==> config.mk <==
export PLATFORM = sky130hd
export DESIGN_NAME = xgmii_tx_arbiter
export DESIGN_NICKNAME = d
export VERILOG_FILES = /design/src/rtl/xgmii_tx_arbiter.sv
export SDC_FILE = /design/constraint.sdc
export NUM_CORES = 1
export LEC_CHECK = 0
export CAP_MARGIN = 10
export CORE_AREA = 8 8 208 210
export DETAILED_ROUTE_END_ITERATION = 7
export DIE_AREA = 0 0 216 218
export GPL_TIMING_DRIVEN = 0
export HOLD_SLACK_MARGIN = 0.15
export RECOVER_POWER = 100
export SLEW_MARGIN = 5
export SYNTH_ARGS = -nofsm -noshare
export SYNTH_HDL_FRONTEND = slang
export SYNTH_SLANG_ARGS = --single-unit
==> constraint.sdc <==
create_clock -name xgmii_clk -period 8.23 [get_ports xgmii_clk]
set_input_delay 2.0575 -clock xgmii_clk [delete_from_list [all_inputs] [get_ports xgmii_clk]]
set_output_delay 2.0575 -clock xgmii_clk [all_outputs]
set_load 0.02 [all_outputs]
==> src/rtl/xgmii_tx_arbiter.sv <==
// Round-robin, frame-granular arbiter that shares one XGMII TX engine FIFO port between
// N_SRC source FIFOs, with per-source frame counters and sticky stall-timeout flags.
module xgmii_tx_arbiter #(
    parameter int unsigned N_SRC           = 4,
    parameter int unsigned LW              = 8,
    parameter int unsigned WORDS_PER_FRAME = 2,
    parameter int unsigned GAP_CYCLES      = 2,
    parameter int unsigned TIMEOUT         = 256
) (
    input  logic                  xgmii_clk,
    input  logic                  sys_rst,
    input  logic [N_SRC*72-1:0]   src_dout,
    input  logic [N_SRC-1:0]      src_empty,
    input  logic [N_SRC*LW-1:0]   src_level,
    input  logic [N_SRC-1:0]      src_enable,
    output logic [N_SRC-1:0]      src_rd_en,
    output logic [71:0]           dout,
    output logic                  empty,
    input  logic                  rd_en,
    output logic [N_SRC-1:0]      grant,
    output logic                  busy,
    output logic [N_SRC*32-1:0]   frame_cnt,
    output logic [N_SRC-1:0]      timeout_err,
    input  logic                  err_clr
);

    localparam int unsigned IW = $clog2(N_SRC);
    localparam int unsigned TW = $clog2(TIMEOUT);
    localparam int unsigned GW = (GAP_CYCLES > 1) ? $clog2(GAP_CYCLES) : 1;

    typedef enum logic [1:0] {StIdle, StGrant, StGap} state_e;

    state_e              r_state, w_state_nxt;
    logic [N_SRC-1:0]    r_grant, w_grant_nxt;
    logic [IW-1:0]       r_gidx, w_gidx_nxt;
    logic [IW-1:0]       r_rr_ptr, w_rr_ptr_nxt;
    logic [7:0]          r_word_cnt, w_word_cnt_nxt;
    logic [TW-1:0]       r_idle_cnt, w_idle_cnt_nxt;
    logic [GW-1:0]       r_gap_cnt, w_gap_cnt_nxt;
    logic [N_SRC*32-1:0] r_frame_cnt;
    logic [N_SRC-1:0]    r_timeout_err;

    logic [N_SRC-1:0]    w_eligible;
    logic                w_found;
    logic [IW-1:0]       w_win;
    logic                w_in_grant;
    logic                w_accept;
    logic                w_frame_done;
    logic                w_timeout;

    always_comb begin
        w_eligible = '0;
        for (int i = 0; i < N_SRC; i++) begin
            w_eligible[i] = src_enable[i] & ~src_empty[i]
                          & (src_level[i*LW +: LW] >= LW'(WORDS_PER_FRAME));
        end
    end

    // First eligible source at or after rr_ptr, wrapping modulo N_SRC.
    always_comb begin
        int unsigned idx;
        idx     = 0;
        w_found = 1'b0;
        w_win   = '0;
        for (int k = 0; k < N_SRC; k++) begin
            idx = (int'(r_rr_ptr) + k) % N_SRC;
            if (!w_found && w_eligible[idx]) begin
                w_found = 1'b1;
                w_win   = IW'(idx);
            end
        end
    end

    assign w_in_grant   = (r_state == StGrant);
    assign w_accept     = w_in_grant & rd_en & ~src_empty[r_gidx];
    assign w_frame_done = w_accept && (r_word_cnt == 8'(WORDS_PER_FRAME - 1));
    assign w_timeout    = w_in_grant && !w_accept && (r_idle_cnt == TW'(TIMEOUT - 1));

    assign empty = w_in_grant ? src_empty[r_gidx] : 1'b1;
    assign dout  = w_in_grant ? src_dout[72*r_gidx +: 72] : 72'd0;

    always_comb begin
        src_rd_en = '0;
        if (w_in_grant) begin
            src_rd_en = r_grant & {N_SRC{rd_en}};
        end
    end

    assign grant       = r_grant;
    assign busy        = (r_state != StIdle);
    assign frame_cnt   = r_frame_cnt;
    assign timeout_err = r_timeout_err;

    always_comb begin
        w_state_nxt    = r_state;
        w_grant_nxt    = r_grant;
        w_gidx_nxt     = r_gidx;
        w_rr_ptr_nxt   = r_rr_ptr;
        w_word_cnt_nxt = r_word_cnt;
        w_idle_cnt_nxt = r_idle_cnt;
        w_gap_cnt_nxt  = r_gap_cnt;
        unique case (r_state)
            StIdle: begin
                if (w_found) begin
                    w_state_nxt    = StGrant;
                    w_grant_nxt    = N_SRC'(1) << w_win;
                    w_gidx_nxt     = w_win;
                    w_rr_ptr_nxt   = (w_win == IW'(N_SRC - 1)) ? '0 : w_win + 1'b1;
                    w_word_cnt_nxt = '0;
                    w_idle_cnt_nxt = '0;
                end
            end
            StGrant: begin
                if (w_accept) begin
                    w_word_cnt_nxt = r_word_cnt + 1'b1;
                    w_idle_cnt_nxt = '0;
                end else begin
                    w_idle_cnt_nxt = r_idle_cnt + 1'b1;
                end
                if (w_frame_done) begin
                    w_grant_nxt = '0;
                    if (GAP_CYCLES == 0) begin
                        w_state_nxt = StIdle;
                    end else begin
                        w_state_nxt   = StGap;
                        w_gap_cnt_nxt = GW'((GAP_CYCLES == 0) ? 0 : GAP_CYCLES - 1);
                    end
                end else if (w_timeout) begin
                    w_grant_nxt = '0;
                    w_state_nxt = StIdle;
                end
            end
            StGap: begin
                if (r_gap_cnt == '0) begin
                    w_state_nxt = StIdle;
                end else begin
                    w_gap_cnt_nxt = r_gap_cnt - 1'b1;
                end
            end
            default: begin
                w_state_nxt = StIdle;
                w_grant_nxt = '0;
            end
        endcase
    end

    always_ff @(posedge xgmii_clk or posedge sys_rst) begin
        if (sys_rst) begin
            r_state    <= StIdle;
            r_grant    <= '0;
            r_gidx     <= '0;
            r_rr_ptr   <= '0;
            r_word_cnt <= '0;
            r_idle_cnt <= '0;
            r_gap_cnt  <= '0;
        end else begin
            r_state    <= w_state_nxt;
            r_grant    <= w_grant_nxt;
            r_gidx     <= w_gidx_nxt;
            r_rr_ptr   <= w_rr_ptr_nxt;
            r_word_cnt <= w_word_cnt_nxt;
            r_idle_cnt <= w_idle_cnt_nxt;
            r_gap_cnt  <= w_gap_cnt_nxt;
        end
    end

    // A timeout in the same cycle as err_clr keeps its flag set.
    always_ff @(posedge xgmii_clk or posedge sys_rst) begin
        if (sys_rst) begin
            r_frame_cnt   <= '0;
            r_timeout_err <= '0;
        end else begin
            for (int i = 0; i < N_SRC; i++) begin
                if (w_frame_done && r_grant[i]) begin
                    r_frame_cnt[i*32 +: 32] <= r_frame_cnt[i*32 +: 32] + 32'd1;
                end
            end
            r_timeout_err <= (err_clr ? '0 : r_timeout_err) | (w_timeout ? r_grant : '0);
        end
    end

endmodule

Run 1, sequential cells grouped by signal name:
Scale bar: 50 um. Other sequential cells in the stronger grey, the rest of the logic in the fainter grey.
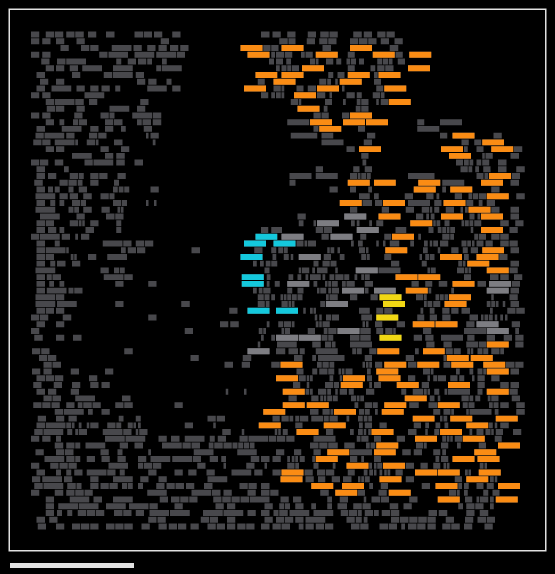
grant: drawn in yellow, flops 4. frame_cnt: drawn in orange, flops 128. r_idle_cnt: drawn in cyan, flops 8, where centre.
Another 19 sequential cells are not coloured.
Register Area: 3980 sq um
reported sequential group power: 0.913 mW

Run 1, placed cells, one colour a class:
Fill, decap, tap and diode cells in grey.
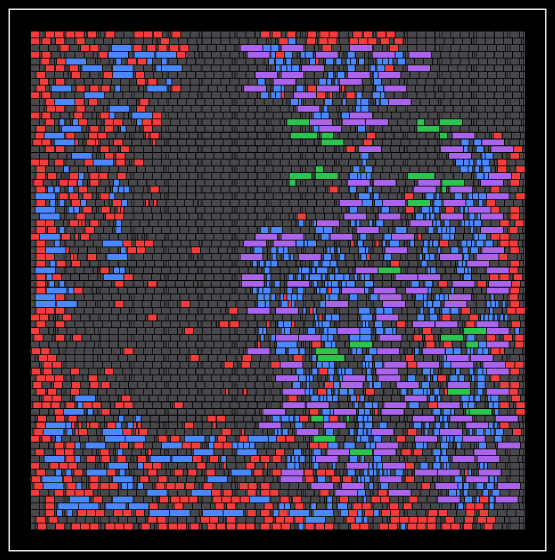
remaining buffers and delay cells: drawn in red, cells 590, share of their area 35%. remaining logic cells: drawn in blue, cells 692, share of their area 36%. clock drivers and dummy loads: drawn in green, cells 30, share of their area 3.8%. registers: drawn in purple, cells 159, share of their area 25%.

Run 1, routed clock nets over the placement:
Scale bar: 50 um.
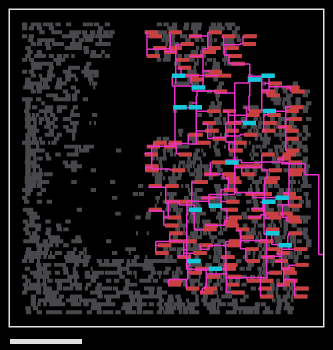
clock-net drivers: drawn in cyan, count 17. flip-flops: drawn in red, count 159. clock wires: drawn in magenta, length 2,160 um.
There are 18 routed clock nets.

==> metrics.log, run 1 <==
[metrics] run summary
INFO  metric die_height = 218 um
INFO  metric synthesis.instances = 899
INFO  metric cp_cell_sequence = dlygate4sd3_1 > mux4_2 > or3_1 > dlygate4sd3_1
INFO  metric post_cts_buffers = 0
INFO  metric fin_area = 16,500 sq um
INFO  metric slew_violations = between 150 and 200
INFO  metric fp.coreArea = 40,200 sq um
INFO  metric end_kind = output pin
INFO  metric power_density = 241 nW/um^2
INFO  metric result_of_the_run = finished, violations left
INFO  metric yosys_warnings = 0
INFO  metric std_cell_rows = roughly 74
INFO  metric cts_resized = 0
INFO  metric synth_area_per_cell = 10.9 sq um
INFO  metric startpoint = src_empty[3]
INFO  metric edf_count = 0
INFO  metric grt_util_all_layers = 21.7%
INFO  metric topCellsByArea = dfrtp_1 41%, mux4_2 17%, xnor2_1 7.6%
INFO  metric failed_checks = max-capacitance violations, max-slew violations
INFO  metric setup_slack = 1800 ps
INFO  metric setup_viol = 0
INFO  metric post-place-ws = 1910 ps
INFO  metric final_nets = 1,803
INFO  metric critPathLaunchType = input port
INFO  metric peakVddDrop = around 0.15 mV
INFO  metric die_width = 216 um
INFO  metric synth.distinct_cells = 55
INFO  metric worst_path_most_repeated_cell = dlygate4sd3_1
INFO  metric finalCritPeriodShare = 78.2%
INFO  metric maxCapViolations = 2
INFO  metric detail_route.vias_per_cell = between 4 and 5
INFO  metric cts_root_buffer = clkbuf_16
INFO  metric top_fanout_value_on_the_critical_path = 7
INFO  metric tritoncts = done
INFO  metric cts.htree.levels = 4
INFO  metric tightest_slew = between 3000 and 4000 ps
run 1: report_power, final:
group	total, mW	internal [mW]	switching [mW]
Sequential	0.913	0.837	0.0760
Clock	0.820	0.500	0.319
Combinational	2.24	1.03	1.21
run 1: worst paths after layout:
check                            endpoint  slack [ps]  cells after the start
min                         frame_cnt[95]         470                      1
max in group asynchronous   frame_cnt[14]        2050                      3
min reg2reg                 frame_cnt[95]         470                      1
min in group asynchronous  timeout_err[2]        3010                      2
max reg2reg                 frame_cnt[47]        4730                      8
max                                 empty        1800                      4
run 1: layout make-up:
class,instances,area [sq um],area share [%]
antenna,13,32.5,0.197
buffer,48,180,1.09
clock inverter,8,129,0.782
sequential,159,3980,24.1
clock buffer,22,474,2.88
tap,532,666,4.04
multi-input combinational,660,5490,33.3
inverter,32,121,0.736
timing repair buffer,542,5420,32.9
run 1: layer usage:
layer / GRT usage [%] / wire (um) / up-vias
li1: - / - / 4476
met3: 7.78 / 4940 / 64
met5: 0 / 143 / -
met4: 5.39 / 769 / 22
met2: 39.2 / 27700 / 425
met1: 23.9 / 19000 / 5004
run 1: state kept, by name (all words and copies together), names as in the netlist:
signal       count
r_idle_cnt       8
r_gidx           2
r_state          2
r_word_cnt       8
r_gap_cnt        1
r_rr_ptr         2
grant            4
frame_cnt      128
timeout_err      4
run 1: per-stage QoR:
step / hold slack (ps) / util [%] / instances / TNS [ps]
floorplan: 465 / - / 899 / 0
global placement: 455 / 39.5 / 1972 / -79870
detailed placement: 461 / 39.6 / 1973 / 0
CTS: 474 / 41.1 / 2003 / 0
global route: 505 / 41.0 / 2009 / 0
finish: 466 / 41.0 / 2016 / 0
run 1: cell families after synthesis:
kind of cell,synth area share [%]
simple gates,21.4
flops,40.6
xor+xnor,11.1
mux,18.3
buf+inv,3.10
compound gates,4.09
fa+ha+maj,1.40
Run 1, clock nets:
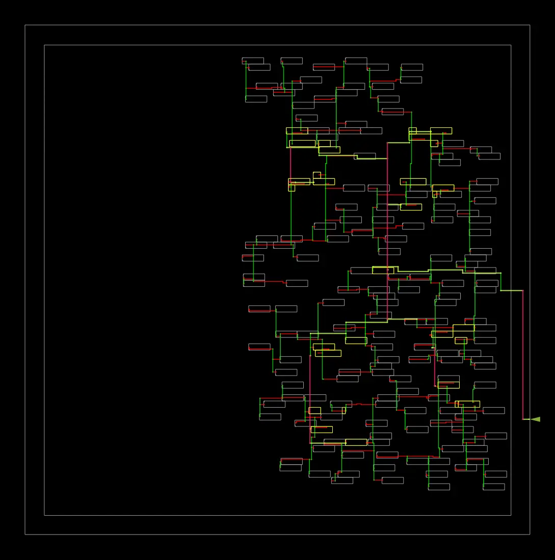

==> run 1 -> run 2 <==
--- a/config.mk
+++ b/config.mk
@@ -6,9 +6,9 @@
 export NUM_CORES = 1
 export LEC_CHECK = 0
 export CAP_MARGIN = 10
-export CORE_AREA = 8 8 208 210
+export CORE_AREA = 8 8 207 209
 export DETAILED_ROUTE_END_ITERATION = 7
-export DIE_AREA = 0 0 216 218
+export DIE_AREA = 0 0 215 217
 export GPL_TIMING_DRIVEN = 0
 export HOLD_SLACK_MARGIN = 0.15
 export RECOVER_POWER = 100
==> constraint.sdc (replaced) <==
create_clock -name xgmii_clk -period 5.8 [get_ports xgmii_clk]
set_input_delay 1.45 -clock xgmii_clk [delete_from_list [all_inputs] [get_ports xgmii_clk]]
set_output_delay 1.45 -clock xgmii_clk [all_outputs]
set_load 0.02 [all_outputs]
Run 2, clock nets:
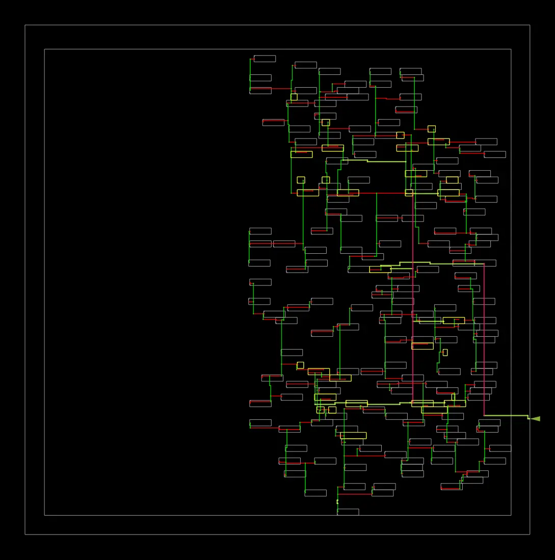
clock-net power: 1.14 mW
registers: 159
setup clock skew after layout: 7.20 ps
clock insertion delay at the later pin of the skew report: 420 ps
number of buffers created by CTS: 17

==> run 2 against run 1 <==
The run still ends with max-capacitance violations, max-slew violations left. Sequential power rose by 41%. Hold slack improved by 8.6 ps. Via count fell by 0.51%. Sequential share of layout area barely moved. Flip-flop count did not move. Count of clock-buffer cells in the layout fell by 3. Area after synthesis did not move. Critical path depth rose by 1. Cell area barely moved. Clock skew fell by 6.0 ps. Non-clock buffer count did not move. Critical path type is now reg -> out. Critical endpoint is now dout[63]. Highest routed layer unchanged.
==> metrics.log, run 2 <==
[metrics] run summary
INFO  metric crit_family = buffers and inverters
INFO  metric finalCritPeriodShare = between 90% and 100%
INFO  metric drt-initial-drc-count = 595
INFO  metric maxCapViolations = 1 (-1)
INFO  metric failed_checks = max-capacitance violations, max-slew violations
INFO  metric post_cts_buffers = 0 (unchanged)
INFO  metric fp.coreArea = 39,500 sq um (-1.8%)
INFO  metric post-place-ws = 749 ps (-1160 ps)
INFO  metric mostFrequentLayoutCell = clkdlybuf4s50_1
INFO  metric edf_count = 0 (unchanged)
INFO  metric utilization = 41.8% (+0.72 points)
INFO  metric cts_root_buffer = clkbuf_16
INFO  metric cp_cell_sequence = clkbuf_1 > clkbuf_1 > mux4_2 > and3_1 > dlygate4sd3_1
INFO  metric synthesis.instances = 899 (unchanged)
INFO  metric end_kind = output pin
INFO  metric topCellsByArea = dfrtp_1 41%, mux4_2 17%, xnor2_1 7.6%
INFO  metric critPathLaunchType = flop
INFO  metric grt_util_all_layers = 22.0% (+0.27 points)
INFO  metric std_cell_rows = 73 (-1.4%)
INFO  metric final-seq-area = 3980 sq um (unchanged)
INFO  metric synth.distinct_cells = 55 (unchanged)
INFO  metric cts_resized = 0 (unchanged)
INFO  metric setup_slack = 468 ps (-1330 ps)
INFO  metric die_width = 215 um (-0.46%)
INFO  metric die_height = 217 um (-0.46%)
INFO  metric hold_path.startpoint = frame_cnt[95]
INFO  metric openroad.warnings = 34
INFO  metric yosys_warnings = 0 (unchanged)
INFO  metric power_density = 339 nW/um^2 (+41%)
INFO  metric tightest_slew = 2820 ps (-402 ps)
INFO  metric tritoncts = done
INFO  metric slew_violations = 63 (-61%)
INFO  metric final_nets = 1,803 (unchanged)
INFO  metric syn_to_final_growth = 68.1%
INFO  metric result_of_the_run = finished, violations left
INFO  metric clock_sink_count = between 150 and 200
INFO  metric cts.htree.levels = 4 (unchanged)
INFO  metric logic_area = 5490 sq um (unchanged)
INFO  metric worst_path_most_repeated_cell = clkbuf_1
INFO  metric die_area = 46,700 sq um
INFO  metric crit_type = reg -> out
INFO  metric largest_register_ff_count = 128 (unchanged)
INFO  metric fin_area = 16,500 sq um (about the same)
INFO  metric peakVddDrop = 0.263 mV (+77%)
INFO  metric r2r_setup_slack = 2300 ps (-2430 ps)
INFO  metric synth_area_per_cell = 10.9 sq um (unchanged)
INFO  metric startpoint = r_gidx[0]
INFO  metric top_fanout_value_on_the_critical_path = 10 (+3)
==> run 2: cell counts after synthesis <==
Identical to the previous run, type by type.
==> run 2: cells by family (layout without fill, tap and decap cells) <==
logic type,after synthesis,after routing,synth area share [%]
simple gates,381,381,21.4
xor+xnor,124,124,11.1
buf+inv,80,654,3.10
fa+ha+maj,11,11,1.40
flops,159,159,40.6
other cells,0,14,0
compound gates,57,57,4.09
mux,87,87,18.3
==> run 2: final timing paths <==
check | endpoint | cells after the start
max | dout[63] | 5
min | frame_cnt[95] | 1
max reg2reg | frame_cnt[57] | 8
min reg2reg | frame_cnt[95] | 1
max in group asynchronous | frame_cnt[25] | 3
min in group asynchronous | frame_cnt[109] | 2
==> run 2: through the flow <==
stage               cells  TNS [ps]  power (mW)  hold slack, ps
floorplan             899         0        3.05             465
global placement     1965   -371950        4.62             460
detailed placement   1966         0        4.61             472
CTS                  1998         0        5.80             481
global route         2009         0        5.88             481
finish               2012         0        5.59             474
==> run 2: per-layer routing <==
metal  vias to the layer above  track usage (%)  part of all wire (%)
met5                         -                0                  0.30
met1                      4926             23.0                    35
met3                        87             9.56                    10
li1                       4476                -                     -
met2                       425             38.8                    51
met4                        26             7.97                   3.4
==> run 2: cell type report <==
class	instances	share of cell area, %
inverters	32	0.737
well taps	525	3.99
clock inverters	13	0.911
repair buffers	542	32.9
clock buffers	19	2.69
multi-input cells	660	33.3
plain buffers	48	1.09
diodes	14	0.213
flip-flops and latches	159	24.1
==> run 2: power by group <==
| group | total (mW) | switching [mW] | internal [mW] |
|---|---|---|---|
| clock | 1.14 | 0.486 | 0.656 |
| combinational | 3.15 | 1.70 | 1.46 |
| sequential | 1.29 | 0.104 | 1.19 |
| total | 5.59 | 2.28 | 3.30 |
Run 2, sequential cells grouped by signal name:
Scale bar: 50 um. Other sequential cells in the stronger grey, the rest of the logic in the fainter grey.
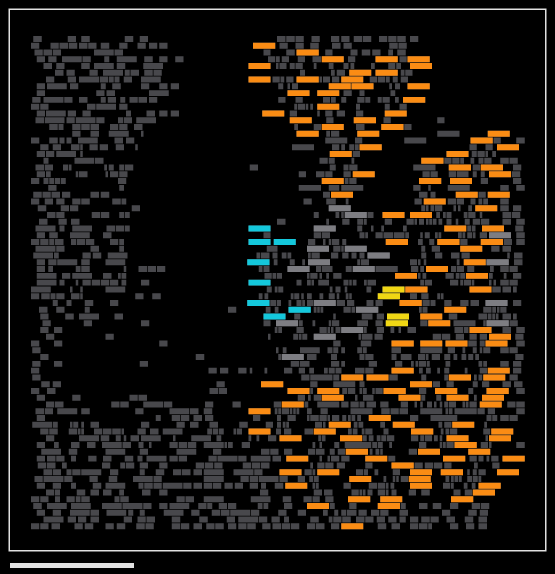

==> run 2 -> run 3 <==
--- a/config.mk
+++ b/config.mk
@@ -11,6 +11,7 @@
 export DIE_AREA = 0 0 215 217
 export GPL_TIMING_DRIVEN = 0
 export HOLD_SLACK_MARGIN = 0.15
+export PLACE_DENSITY = 0.56
 export RECOVER_POWER = 100
 export SLEW_MARGIN = 5
 export SYNTH_ARGS = -nofsm -noshare
Run 3, sequential cells grouped by signal name:
Scale bar: 50 um. Other sequential cells in the stronger grey, the rest of the logic in the fainter grey.
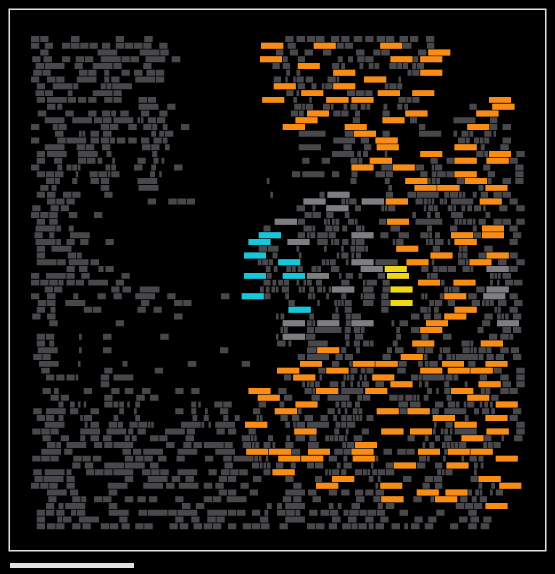
frame_cnt: drawn in orange, flops 128. r_idle_cnt: drawn in cyan, flops 8, where centre. grant: drawn in yellow, flops 4, where east.
flop share of the area: 24.2%
final cell utilization of the core: 41.8%
reported sequential group power: 1.29 mW

==> run 3 against run 2 <==
The run still ends with max-capacitance violations, max-slew violations left. Via count shrank 0.32%. Fmax shrank 2.4%. Clock power is essentially flat. Largest power group unchanged. Synthesized cell count is the same. Sequential share of layout area is essentially flat. Non-clock buffer count is the same. Total power grew 0.97%.
==> metrics.log, run 3 <==
[metrics] run summary
INFO  metric std_cell_rows = 73 (unchanged)
INFO  metric slew_violations = 66 (+4.8%)
INFO  metric post-place-ws = 657 ps (-91.7 ps)
INFO  metric post_cts_buffers = 0 (unchanged)
INFO  metric maxCapViolations = 1 (unchanged)
INFO  metric die_height = 217 um (unchanged)
INFO  metric result_of_the_run = finished, violations left
INFO  metric setup_total_negative_slack = 0 ps (unchanged)
INFO  metric drt-initial-drc-count = 658 (+11%)
INFO  metric mostFrequentLayoutCell = clkdlybuf4s50_1
INFO  metric final_nets = 1,803 (unchanged)
INFO  metric setup_slack = 337 ps (-131 ps)
INFO  metric power_density = 342 nW/um^2 (+0.98%)
INFO  metric edf_count = 0 (unchanged)
INFO  metric worstHoldPathCells = 1 (unchanged)
INFO  metric clock_insertion_delay_at_the_later_pin_of_the_skew_report = 430 ps (about the same)
INFO  metric crit_type = reg -> out
INFO  metric largest_register_ff_count = 128 (unchanged)
INFO  metric synth_area_per_cell = 10.9 sq um (unchanged)
INFO  metric m1WireLength = 19,900 um (+6.9%)
INFO  metric failed_checks = max-capacitance violations, max-slew violations
INFO  metric gr-max-usage-layer = met2
INFO  metric met2WireLength = 27,800 um (+2.1%)
## run 3: where the power goes
group          internal, mW  switching (mW)
Sequential             1.19           0.103
Combinational          1.46            1.72
Clock                 0.690           0.471
Total                  3.34            2.30
## run 3: cell type report
class / instances / area (sq um) / area share (%)
clock buffer: 19 / 443 / 2.69
antenna: 9 / 22.5 / 0.137
multi-input combinational: 660 / 5490 / 33.3
tap: 525 / 657 / 3.99
sequential: 159 / 3980 / 24.2
inverter: 32 / 121 / 0.737
timing repair buffer: 542 / 5420 / 32.9
buffer: 48 / 180 / 1.09
clock inverter: 13 / 161 / 0.980
## run 3: final timing paths
path                                    start            end  slack, ps
worst max register to register  r_word_cnt[1]  frame_cnt[47]       2230
worst max-delay path                r_gidx[0]       dout[69]        340
max in group asynchronous             sys_rst  frame_cnt[23]       1030
worst min register to register  frame_cnt[31]  frame_cnt[31]        470
worst min-delay path            frame_cnt[31]  frame_cnt[31]        470
min in group asynchronous             sys_rst  frame_cnt[99]       2320
## run 3: critical path: stages (launching register included)
cell,delay (ps)
dfrtp_1,410
clkbuf_1,780
clkbuf_1,810
mux4_2,680
and3_1,210
dlygate4sd3_1,670
## run 3: cell families (layout without fill, tap and decap cells)
logic type	after synthesis	after routing	share of synthesized area, %
flops	159	159	40.6
other cells	0	9	0
fa+ha+maj	11	11	1.40
simple gates	381	381	21.4
mux	87	87	18.3
buf+inv	80	654	3.10
xor+xnor	124	124	11.1
compound gates	57	57	4.09
## run 3: per-stage QoR
step / cell area [sq um] / hold slack (ps) / cells
6_report: 16500 / 468 / 2007
2_1_floorplan: 9800 / 465 / 899
5_1_grt: 16500 / 497 / 2006
3_5_place_dp: 15900 / 468 / 1966
4_1_cts: 16500 / 477 / 1998
3_3_place_gp: 15900 / 459 / 1965
No activity file was given, so power comes from the tool's default toggle rates.
